**src/rtl/vec_accumulator_pkg.sv**
```systemverilog
`default_nettype none
// ============================================================================
// Module      : vec_accumulator_pkg
// Description : Shared defaults, lane-slice macro and state encoding for the
//               lane-wise signed vector accumulator.
// Revision    : 1.0 - initial release
// ============================================================================
package vec_accumulator_pkg;

    localparam int unsigned C_DEF_WIDTH  = 256;
    localparam int unsigned C_DEF_LANE_W = 8;
    localparam int unsigned C_DEF_ACC_W  = 20;
    localparam int unsigned C_DEF_CNT_W  = 8;

    typedef enum logic {
        IDLE = 1'b0,
        ACC  = 1'b1
    } state_t;

endpackage

`define VA_SLICE(IDX, W) (IDX)*(W) +: (W)

`default_nettype wire

```
**src/rtl/vec_accumulator_sat_add_lane.sv**
```systemverilog
`default_nettype none
// ============================================================================
// Module      : sat_add_lane
// Description : One lane: sign-extended LANE_W addend plus ACC_W accumulator,
//               clamped to the ACC_W signed range with a saturation flag.
// Revision    : 1.0 - initial release
// ============================================================================
module sat_add_lane
    import vec_accumulator_pkg::*;
#(
    parameter int LANE_W = C_DEF_LANE_W,
    parameter int ACC_W  = C_DEF_ACC_W
) (
    input  logic [LANE_W-1:0] lane_i,
    input  logic [ACC_W-1:0]  acc_i,
    output logic [ACC_W-1:0]  sum_o,
    output logic              sat_o
);

    localparam logic [ACC_W-1:0] C_MAX = {1'b0, {(ACC_W-1){1'b1}}};
    localparam logic [ACC_W-1:0] C_MIN = {1'b1, {(ACC_W-1){1'b0}}};

    logic [ACC_W:0] w_sum;

    // One guard bit: overflow shows as disagreement between the top two bits.
    assign w_sum = {acc_i[ACC_W-1], acc_i}
                 + {{(ACC_W+1-LANE_W){lane_i[LANE_W-1]}}, lane_i};

    assign sat_o = w_sum[ACC_W] ^ w_sum[ACC_W-1];
    assign sum_o = sat_o ? (w_sum[ACC_W] ? C_MIN : C_MAX) : w_sum[ACC_W-1:0];

endmodule

`default_nettype wire

```
**src/rtl/vec_accumulator.sv**
```systemverilog
`default_nettype none
// ============================================================================
// Module      : vec_accumulator
// Description : Per-lane saturating burst accumulator with a held result
//               register behind a valid/ready handshake; never stalls input.
// Revision    : 1.0 - initial release
// ============================================================================
module vec_accumulator
    import vec_accumulator_pkg::*;
#(
    parameter int WIDTH  = C_DEF_WIDTH,
    parameter int LANE_W = C_DEF_LANE_W,
    parameter int ACC_W  = C_DEF_ACC_W,
    parameter int CNT_W  = C_DEF_CNT_W
) (
    input  logic                     clk,
    input  logic                     rst_n,
    input  logic                     clr,
    input  logic [WIDTH-1:0]         dat_in,
    input  logic                     dat_in_vld,
    input  logic                     dat_in_done,
    output logic [WIDTH/LANE_W*ACC_W-1:0] acc_out,
    output logic [CNT_W-1:0]         acc_cnt,
    output logic                     acc_out_vld,
    input  logic                     acc_out_rdy,
    output logic                     busy,
    output logic                     sat,
    output logic                     err_ovr
);

    localparam int LANES = WIDTH / LANE_W;
    localparam int AW    = LANES * ACC_W;

    state_t             state_q, state_d;
    logic [AW-1:0]      acc_q, acc_d;
    logic [CNT_W-1:0]   cnt_q, cnt_d;
    logic [AW-1:0]      out_q, out_d;
    logic [CNT_W-1:0]   out_cnt_q, out_cnt_d;
    logic               out_vld_q, out_vld_d;
    logic               sat_q, sat_d;
    logic               ovr_q, ovr_d;

    logic [AW-1:0]      w_sum;
    logic [LANES-1:0]   w_lane_sat;
    logic [CNT_W-1:0]   w_cnt_inc;

    for (genvar i = 0; i < LANES; i++) begin : g_lane
        sat_add_lane #(
            .LANE_W (LANE_W),
            .ACC_W  (ACC_W)
        ) u_lane (
            .lane_i (dat_in[`VA_SLICE(i, LANE_W)]),
            .acc_i  (acc_q[`VA_SLICE(i, ACC_W)]),
            .sum_o  (w_sum[`VA_SLICE(i, ACC_W)]),
            .sat_o  (w_lane_sat[i])
        );
    end

    assign w_cnt_inc = (cnt_q == {CNT_W{1'b1}}) ? cnt_q : cnt_q + CNT_W'(1);

    always_comb begin
        state_d   = state_q;
        acc_d     = acc_q;
        cnt_d     = cnt_q;
        out_d     = out_q;
        out_cnt_d = out_cnt_q;
        out_vld_d = out_vld_q & ~acc_out_rdy;
        sat_d     = sat_q;
        ovr_d     = ovr_q;

        if (clr) begin
            state_d = IDLE;
            acc_d   = '0;
            cnt_d   = '0;
            sat_d   = 1'b0;
            ovr_d   = 1'b0;
        end else if (dat_in_vld) begin
            sat_d = sat_q | (|w_lane_sat);
            if (dat_in_done) begin
                state_d = IDLE;
                acc_d   = '0;
                cnt_d   = '0;
                // A result still waiting on the consumer wins; the new one is dropped.
                if (!out_vld_q || acc_out_rdy) begin
                    out_d     = w_sum;
                    out_cnt_d = w_cnt_inc;
                    out_vld_d = 1'b1;
                end else begin
                    ovr_d = 1'b1;
                end
            end else begin
                state_d = ACC;
                acc_d   = w_sum;
                cnt_d   = w_cnt_inc;
            end
        end
    end

    always_ff @(posedge clk or negedge rst_n) begin
        if (!rst_n) begin
            state_q   <= IDLE;
            acc_q     <= '0;
            cnt_q     <= '0;
            out_q     <= '0;
            out_cnt_q <= '0;
            out_vld_q <= 1'b0;
            sat_q     <= 1'b0;
            ovr_q     <= 1'b0;
        end else begin
            state_q   <= state_d;
            acc_q     <= acc_d;
            cnt_q     <= cnt_d;
            out_q     <= out_d;
            out_cnt_q <= out_cnt_d;
            out_vld_q <= out_vld_d;
            sat_q     <= sat_d;
            ovr_q     <= ovr_d;
        end
    end

    assign acc_out     = out_q;
    assign acc_cnt     = out_cnt_q;
    assign acc_out_vld = out_vld_q;
    assign busy        = (state_q == ACC);
    assign sat         = sat_q;
    assign err_ovr     = ovr_q;

endmodule

`default_nettype wire

```
**config.mk**
```make
export PLATFORM = sky130hd
export DESIGN_NAME = vec_accumulator
export DESIGN_NICKNAME = d
export VERILOG_FILES = /design/src/rtl/vec_accumulator_pkg.sv /design/src/rtl/vec_accumulator_sat_add_lane.sv /design/src/rtl/vec_accumulator.sv
export SDC_FILE = /design/constraint.sdc
export NUM_CORES = 2
export LEC_CHECK = 0
export CAP_MARGIN = 15
export CORE_MARGIN = 3
export CORE_UTILIZATION = 36
export CTS_CLUSTER_SIZE = 12
export DETAILED_ROUTE_END_ITERATION = 12
export GPL_TIMING_DRIVEN = 0
export PLACE_DENSITY = 0.69
export SYNTH_ARGS = -nofsm -noshare
export SYNTH_HDL_FRONTEND = slang
export SYNTH_HIERARCHICAL = 1
export SYNTH_SLANG_ARGS = --single-unit
```
**constraint.sdc**
```tcl
create_clock -name clk -period 3.5 [get_ports clk]
set_clock_uncertainty 0.1 [all_clocks]
set_input_delay 0.7 -clock clk [delete_from_list [all_inputs] [get_ports clk]]
set_output_delay 0.7 -clock clk [all_outputs]
set_load 0.05 [all_outputs]
```
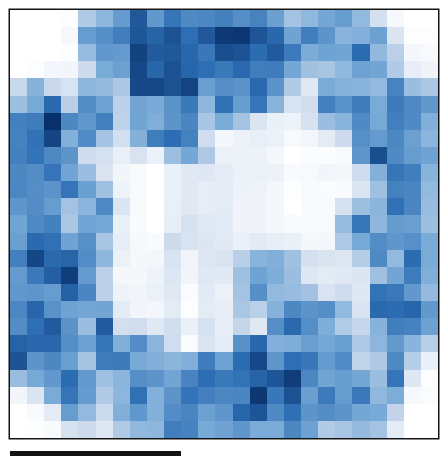
**Above:** routed metal per tile.
Bar = 200 um. 25 x 25 tiles, from white (low) to dark blue (high), scaled to the fullest tile. Values are wire area over tile area, all layers added.
densest ninth of the die	north
mean over tiles	0.19
nearly empty tiles	5.6%
tiles over half the peak	46%

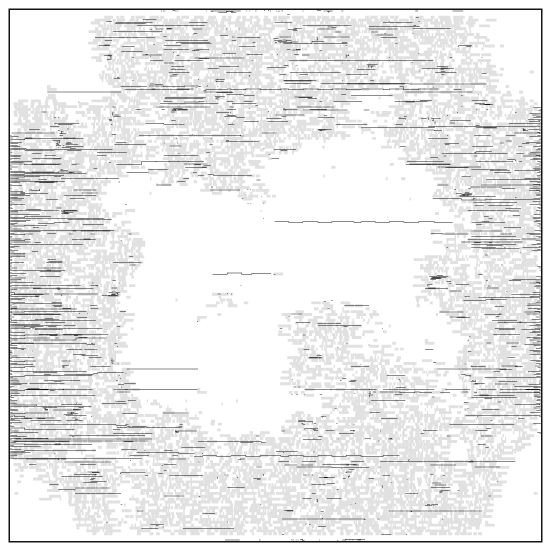
**Above:** M3 wires.
Cells faint in the background.
wire length on this layer	17700 um
nets with wire on the layer	1088
main direction	horizontal
share of all routed wire	6.0%
longest straight run	136 um
total length of routed wires: 293.7 mm
vias after detailed routing: 76.97k
routing usage on met3: 4.347%

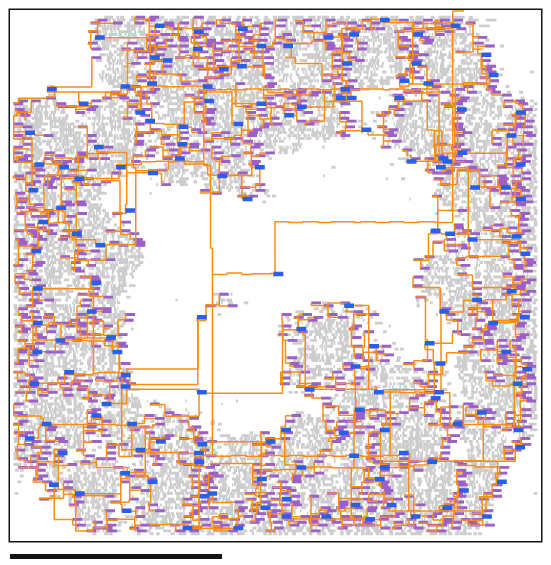
**Above:** clock network drawn from the DEF.
Bar = 200 um.
[orange] clock wires | length: 20.8 mm
[purple] flip-flops | count: 1300
[blue] clock-net drivers | count: 157
routed clock nets	158
flops lie	spread over the die

==> run_summary.xml <==
<?xml version="1.0" encoding="UTF-8"?>
<metrics>
  <group name="yosys">
    <metric name="yosysSeqAreaShare" unit="%">36.96</metric>
    <metric name="synth_area_leader_cell" unit="">sky130_fd_sc_hd__dfrtp_1</metric>
    <metric name="synth-area-yosys" unit="um^2">88020</metric>
    <metric name="synthesis.area" unit="um^2">88020</metric>
    <metric name="synth_warnings" unit="">6</metric>
    <metric name="topCombFamilyByArea" unit="">AND-OR/OR-AND gates</metric>
    <metric name="synth_stat.cells" unit="">9663</metric>
    <metric name="simple_gate_share" unit="%">16.15</metric>
    <metric name="synth_dominant_cell_count" unit="">sky130_fd_sc_hd__nand2_1</metric>
    <metric name="synth-edff-count" unit="">0</metric>
    <metric name="ff_type" unit="">sky130_fd_sc_hd__dfrtp_1</metric>
    <metric name="syn-num-nets" unit="">10600</metric>
    <metric name="synth.top_cell.area_share" unit="%">36.96</metric>
    <metric name="synthTopCellsByArea" unit="">sky130_fd_sc_hd__dfrtp_1, sky130_fd_sc_hd__nand2_1, sky130_fd_sc_hd__ha_1</metric>
    <metric name="yosys.area_share.aoi" unit="%">23.21</metric>
    <metric name="top_cell_types_by_occurrence_after_synthesis" unit="">sky130_fd_sc_hd__nand2_1, sky130_fd_sc_hd__dfrtp_1, sky130_fd_sc_hd__a22o_1</metric>
    <metric name="instance_tally_after_logic_synthesis" unit="">9663</metric>
    <metric name="synthXorXnorAreaFrac" unit="%">5.562</metric>
    <metric name="muxShareOfSynthArea" unit="%">0.1365</metric>
    <metric name="adder_share" unit="%">13.61</metric>
  </group>
  <group name="min_path">
    <metric name="worst_hold_path_cells" unit="">2</metric>
    <metric name="launch_point_of_the_worst_hold_path" unit="">clr</metric>
    <metric name="worstHoldEndpoint" unit="">sat</metric>
  </group>
  <group name="power">
    <metric name="seq_power_share" unit="%">30.1</metric>
    <metric name="total_power" unit="mW">64.58</metric>
    <metric name="power.share.clock" unit="%">26.4</metric>
    <metric name="leakagePower" unit="nW">51.91</metric>
    <metric name="switching_share" unit="%">42.81</metric>
    <metric name="internal_power" unit="mW">36.93</metric>
    <metric name="comb_power_share" unit="%">43.5</metric>
    <metric name="vdd.ir_drop.worst" unit="mV">0.5638</metric>
  </group>
  <group name="setup_path">
    <metric name="cp_cell_sequence" unit="">clkdlybuf4s50_1 -&gt; ha_1 -&gt; fa_1 -&gt; a211oi_1 -&gt; o21ai_1 -&gt; a31oi_2 -&gt; o311a_1 -&gt; a21oi_2 -&gt; buf_4 -&gt; xnor2_1 -&gt; nor4_4 -&gt; nand2_2 -&gt; nor4_4 -&gt; buf_6 -&gt; a211oi_2</metric>
    <metric name="cp-end-kind" unit="">flip-flop</metric>
    <metric name="cp_slowest_cell" unit="">sky130_fd_sc_hd__clkdlybuf4s50_1</metric>
    <metric name="worst-r2r-cell-count" unit="">14</metric>
    <metric name="worst_path_largest_cell_delay" unit="ns">0.46</metric>
    <metric name="crit_arrival" unit="ns">4.70</metric>
    <metric name="cp.buffers_inverters" unit="">3</metric>
    <metric name="crit_family" unit="">AND-OR/OR-AND gates</metric>
    <metric name="critPathRequiredTime" unit="ns">4.10</metric>
  </group>
  <group name="global_route">
    <metric name="grt.overflow.total" unit="">0</metric>
    <metric name="antenna_violations_before_repair" unit="">44</metric>
    <metric name="global_route_wire_length_before_repair" unit="mm">451.3</metric>
  </group>
  <group name="status">
    <metric name="run_status" unit="">finished, violations left</metric>
    <metric name="failed_checks" unit="">setup timing</metric>
  </group>
  <group name="route">
    <metric name="antenna_violating_nets_post_route" unit="">0</metric>
    <metric name="dr.first_iter.drc_count" unit="">5626</metric>
    <metric name="drt_first_pass_iters" unit="">6</metric>
    <metric name="drcViolationCount" unit="">0</metric>
    <metric name="via_per_inst" unit="">5.437</metric>
  </group>
  <group name="flow_run">
    <metric name="maxCapViolCount" unit="">0</metric>
    <metric name="log.warning_count" unit="">53</metric>
  </group>
  <group name="final_timing">
    <metric name="timing.hold.ws" unit="ns">0.09481</metric>
    <metric name="finalSetupViolCount" unit="">1</metric>
    <metric name="finalCritPeriodShare" unit="%">117.3</metric>
    <metric name="post-route-worst-setup-slack" unit="ns">-0.6063</metric>
    <metric name="rsz0062_at_grt" unit="">yes</metric>
    <metric name="timing_worst_slew_pin_value" unit="ns">1.183</metric>
    <metric name="finalSetupTns" unit="ns">-0.6063</metric>
  </group>
  <group name="layout">
    <metric name="area_delta_synth_final" unit="%">23.35</metric>
    <metric name="drive_gt1_share" unit="%">13.01</metric>
    <metric name="layout_top_cell_excl_fill_tap" unit="">sky130_fd_sc_hd__nand2_1</metric>
    <metric name="final_net_count" unit="">11760</metric>
  </group>
  <group name="clocking">
    <metric name="ctsResizeCount" unit="">122</metric>
    <metric name="cts-htree-levels" unit="">4</metric>
    <metric name="tritoncts_clock_tree" unit="">done</metric>
    <metric name="root_buffer" unit="">sky130_fd_sc_hd__clkbuf_16</metric>
    <metric name="clk_path_buf_depth" unit="">3</metric>
  </group>
  <group name="floorplan">
    <metric name="die_w" unit="um">500.5</metric>
    <metric name="chipHeight" unit="um">500.5</metric>
    <metric name="placementRows" unit="">180</metric>
    <metric name="initial_core_util" unit="%">36.39</metric>
    <metric name="chipArea" unit="um^2">250500</metric>
  </group>
  <group name="placement">
    <metric name="post_dp_cell_area" unit="um^2">101500</metric>
    <metric name="place_ws" unit="ns">-3.065</metric>
  </group>
</metrics>
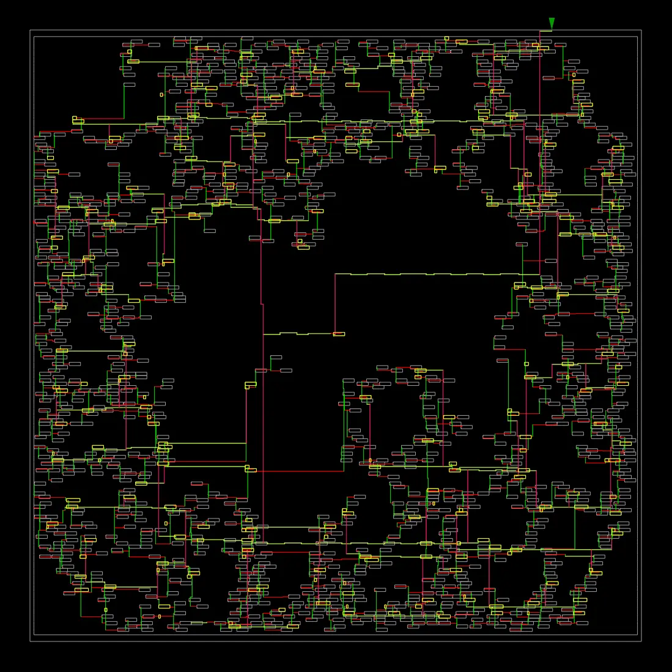
**Above:** clock wiring as the flow saved it.
number of sinks driven by the clock tree: 1300
number of clock buffers in the layout: 210
CTS Buf Count: 157
FFs & Latches: 1300

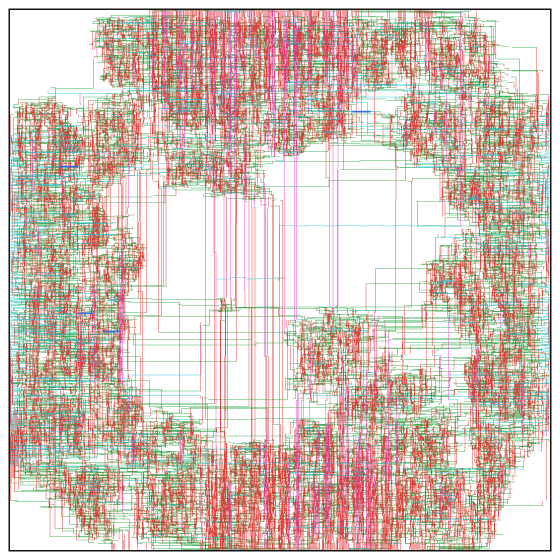
**Above:** signal wires by layer.
colour	layer	wire length
magenta	M4	13400 um
cyan	M3	17700 um
green	M1	131 mm
red	M2	132 mm
blue	M5	58.0 um
total global-route track usage: 22.69%
DR WL/cell: 20.75 um

## layer usage
| layer | vias to the layer above | GRT usage (%) | part of all wire, % |
|---|---|---|---|
| met1 | 37390 | 30.37 | 45 |
| met5 | - | 0 | 0.019 |
| met3 | 466 | 4.347 | 6.0 |
| met4 | 8 | 9.855 | 4.6 |
| li1 | 36970 | - | - |
| met2 | 2139 | 35.65 | 45 |
## worst reg2reg max path, delay by kind of cell (launching register included)
kind            cells  cell delay [ns]
compound gates      6             1.32
simple gates        3             0.92
fa+ha+maj           2             0.65
buf+inv             2             0.42
flops               1             0.38
xor+xnor            1             0.21
## power by group through the flow
stage / clock network (mW) / logic [mW] / registers, mW
detailed placement: 0 / 27.4 / 19.6
global route: 18.1 / 29.9 / 19.8
global placement: 0 / 27.2 / 19.8
CTS: 17.5 / 27.8 / 19.5
finish: 17.0 / 28.1 / 19.5
floorplan: 0 / 10.6 / 26.6
## state kept, by name (all words and copies together) (netlist names)
name / flops
cnt_q: 8
sat: 1
busy: 1
err_ovr: 1
acc_out_vld: 1
acc_out: 640
acc_q: 640
acc_cnt: 8
## how the worst max path moves through the flow
stage | endpoint | startpoint | cells after the start
after floorplan | sat | dat_in[88] | 12
after global placement | acc_out[564] | rst_n | 1
after detailed placement | sat | dat_in[207] | 13
after CTS | sat | acc_q[280] | 13
after global routing | sat | acc_q[281] | 15
final | sat | dat_in[192] | 15
## final cells by class
cell class	instances	area (um^2)	area share [%]
multi-input combinational	7661	52780	48.62
sequential	1300	32530	29.96
timing repair buffer	1006	10040	9.247
clock buffer	210	4463	4.111
tap	3185	3985	3.670
buffer	484	3070	2.828
clock inverter	70	829.5	0.7641
inverter	210	788.3	0.7260
antenna	32	80.08	0.07375
No activity file was given, so power comes from the tool's default toggle rates.
